### Local utilization

(4 px per um) 9 x 9 tiles, from dark blue (low) to red (high), 0 to 100% covered.
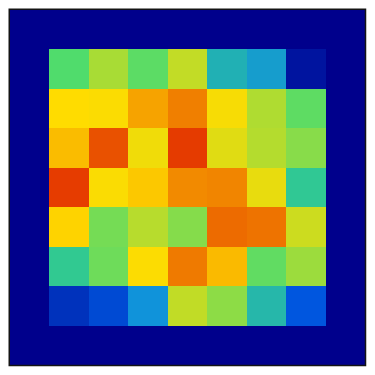
### I/O nets highlighted

(3 px per um)
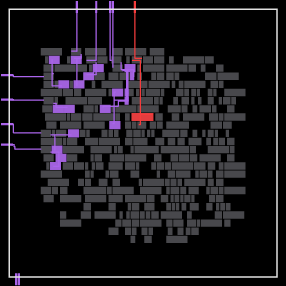
### Clock distribution

(4 px per um)
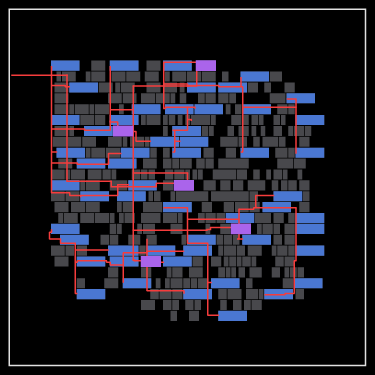
--- config.mk ---
export PLATFORM = sky130hd
export DESIGN_NAME = calc_entry_fsm
export DESIGN_NICKNAME = d
export VERILOG_FILES = /design/src/rtl/calc_pkg.sv /design/src/rtl/calc_edge_detect.sv /design/src/rtl/calc_entry_fsm.sv
export SDC_FILE = /design/constraint.sdc
export NUM_CORES = 1
export LEC_CHECK = 0
export CORE_MARGIN = 10
export CORE_UTILIZATION = 53
export DETAILED_ROUTE_END_ITERATION = 10
export GPL_TIMING_DRIVEN = 1
export PLACE_DENSITY = 0.79
export SYNTH_ARGS = -nofsm -noshare
export SYNTH_HDL_FRONTEND = slang
export SYNTH_SLANG_ARGS = --single-unit
export TNS_END_PERCENT = 1
--- constraint.sdc ---
create_clock -name clk -period 2.5 [get_ports clk]
set_input_delay 0.25 -clock clk [delete_from_list [all_inputs] [get_ports clk]]
set_output_delay 0.25 -clock clk [all_outputs]
set_load 0.05 [all_outputs]
--- src/rtl/calc_pkg.sv ---
// Shared definitions for the calculator entry controller: one-hot phase
// encodings and the operation codes captured from the switches.
package calc_pkg;

  typedef enum logic [3:0] {
    ST_A_ENTRY  = 4'b0001,
    ST_B_ENTRY  = 4'b0010,
    ST_OP_ENTRY = 4'b0100,
    ST_SHOW     = 4'b1000
  } state_t;

  localparam logic [1:0] OP_ADD = 2'b00;
  localparam logic [1:0] OP_SUB = 2'b01;
  localparam logic [1:0] OP_MUL = 2'b10;
  localparam logic [1:0] OP_DIV = 2'b11;

endpackage

--- src/rtl/calc_edge_detect.sv ---
// Rising-edge detector for a debounced button level. The press output is
// registered, so a press is visible one edge after the level rises. prev
// resets to 1 so a button held through reset release never counts as a press.
module calc_edge_detect (
  input  logic clk,
  input  logic reset,
  input  logic level,
  output logic press
);

  logic prev;

  // Track the previous level and register the rising-edge pulse.
  always_ff @(posedge clk) begin
    if (reset) begin
      prev  <= 1'b1;
      press <= 1'b0;
    end else begin
      prev  <= level;
      press <= level & ~prev;
    end
  end

endmodule

--- src/rtl/calc_entry_fsm.sv ---
// Calculator entry sequencer: captures operand A, operand B and the op from
// the switches on successive enter presses, then holds a result phase for
// SHOW_CYCLES clocks (or until another enter press).
//
//   state       | meaning
//   ------------+-----------------------------------------------
//   ST_A_ENTRY  | waiting for enter to capture operand A
//   ST_B_ENTRY  | waiting for enter to capture operand B
//   ST_OP_ENTRY | waiting for enter to capture op, start calc
//   ST_SHOW     | result shown; timeout or enter returns to A
module calc_entry_fsm
  import calc_pkg::*;
#(
  parameter int SHOW_CYCLES = 50_000_000,
  parameter int CNT_W       = 26
) (
  input  logic       clk,
  input  logic       reset,
  input  logic [9:0] sw,
  input  logic       pb_enter,
  input  logic       pb_clear,
  output logic [3:0] en,
  output logic [7:0] operand_a,
  output logic [7:0] operand_b,
  output logic [1:0] op,
  output logic       calc_start,
  output logic       error
);

  localparam logic [CNT_W-1:0] CNT_LAST = CNT_W'(SHOW_CYCLES - 1);

  state_t           state_q, state_d;
  logic [CNT_W-1:0] cnt_q, cnt_d;
  logic [7:0]       a_d, b_d;
  logic [1:0]       op_d;
  logic             err_d, start_d;
  logic             enter_press, clear_press;

  // sw[9:8] carry no meaning for this block.
  logic unused_sw;
  assign unused_sw = ^sw[9:8];

  calc_edge_detect u_enter_edge (
    .clk   (clk),
    .reset (reset),
    .level (pb_enter),
    .press (enter_press)
  );

  calc_edge_detect u_clear_edge (
    .clk   (clk),
    .reset (reset),
    .level (pb_clear),
    .press (clear_press)
  );

  assign en = state_q;

  // State and datapath registers; reset beats every button event.
  always_ff @(posedge clk) begin
    if (reset) begin
      state_q    <= ST_A_ENTRY;
      cnt_q      <= '0;
      operand_a  <= 8'h00;
      operand_b  <= 8'h00;
      op         <= OP_ADD;
      error      <= 1'b0;
      calc_start <= 1'b0;
    end else begin
      state_q    <= state_d;
      cnt_q      <= cnt_d;
      operand_a  <= a_d;
      operand_b  <= b_d;
      op         <= op_d;
      error      <= err_d;
      calc_start <= start_d;
    end
  end

  // Next-state and capture logic; clear overrides any simultaneous enter.
  always_comb begin
    state_d = state_q;
    cnt_d   = cnt_q;
    a_d     = operand_a;
    b_d     = operand_b;
    op_d    = op;
    err_d   = error;
    start_d = 1'b0;

    if (clear_press) begin
      state_d = ST_A_ENTRY;
      cnt_d   = '0;
      a_d     = 8'h00;
      b_d     = 8'h00;
      op_d    = OP_ADD;
      err_d   = 1'b0;
    end else begin
      case (state_q)
        ST_A_ENTRY: begin
          if (enter_press) begin
            a_d     = sw[7:0];
            state_d = ST_B_ENTRY;
          end
        end
        ST_B_ENTRY: begin
          if (enter_press) begin
            b_d     = sw[7:0];
            state_d = ST_OP_ENTRY;
          end
        end
        ST_OP_ENTRY: begin
          if (enter_press) begin
            op_d    = sw[1:0];
            err_d   = (sw[1:0] == OP_DIV) && (operand_b == 8'h00);
            cnt_d   = '0;
            start_d = 1'b1;
            state_d = ST_SHOW;
          end
        end
        ST_SHOW: begin
          if (enter_press || (cnt_q == CNT_LAST)) begin
            err_d   = 1'b0;
            state_d = ST_A_ENTRY;
          end else begin
            cnt_d = cnt_q + CNT_W'(1);
          end
        end
        default: begin
          state_d = ST_A_ENTRY;
        end
      endcase
    end
  end

endmodule
==> results.yml <==
# generated from flow reports
outcome:
  outcome: "completed"
power_and_ir_drop:
  power_leader: "registers"
  power_uw: 1468
  p_int_uw: 1127
  comb_cell_power_uw: 85.8
critical_path:
  worst_path_max_delay_cell: "or4_4"
  cp_top_family: "simple AND/OR/NAND/NOR gates"
clocking:
  h-tree-depth: 2
  post_cts_buffers: 0
  numCtsBuffers: 5
  clock_latency_ns: 0.31
finish:
  area_dominant_class: "combinational gates"
  fin_cells: 373
  fin_nets: 335
  clk_share_pct: 3.100
  comb_area_sq_um: 1325
  lay_top_count: "dfxtp_1"
  syn2layout_area_growth_pct: 22.60
  mostFrequentLayoutCells: "dfxtp_1, clkdlybuf4s50_1, nor2_1"
  multi_input_comb_cells: 200
  regMostFlops: "cnt_q"
logic_synthesis:
  synth-warning-count: 0
  edf_count: 0
  synth_dominant_cell_count: "dfxtp_1"
final_timing:
  finalCriticalPeriod_ns: 2.300
  fmax_mhz: 434.7
  rsz0062_at_grt: "false"
  timing.hold.ws_ns: 0.3950
grt:
  grt_first_pass_wirelength_um: 10010
  use_met3_pct: 7.445
routing:
  routed_wl_um: 5914
  wl_per_cell_um: 15.86
  wl_met2_um: 2865
  drtPass1Iterations: 4
job:
  warnings: 28
min_path:
  hold_end: "u_clear_edge.press"
placed_design:
  dp_hpwl_um: 4320
die:
  nWellTaps: 52
  die-height_um: 88.72
Back to the opening pictures, 'Local utilization':
densest ninth of the die: centre
nearly empty tiles: 40%
emptiest ninth of the die: south-west
mean over tiles: 38%
fullest tile: 93%
tiles over 75% full: 17%
Core Util, Final: 68.57%
core area: 4474 sq um
fp util: 55.93%

Back to the opening pictures, 'I/O nets highlighted':
[error] red | bits: 1 | direction: output | edge: north | end cells: 1 | buffers: 1 | wire: 47.0 um
[sw] purple | bits: 10 | direction: input | edge: 4 north, 4 west, 2 south | end cells: 19 | buffers: 8 | wire: 235 um
port bufs: 35
Ports: 38

Back to the opening pictures, 'Clock distribution':
[clock drivers] purple | count: 5
[flip-flops] blue | count: 54
[clock wires] red | length: 652 um
routed clock nets: 6

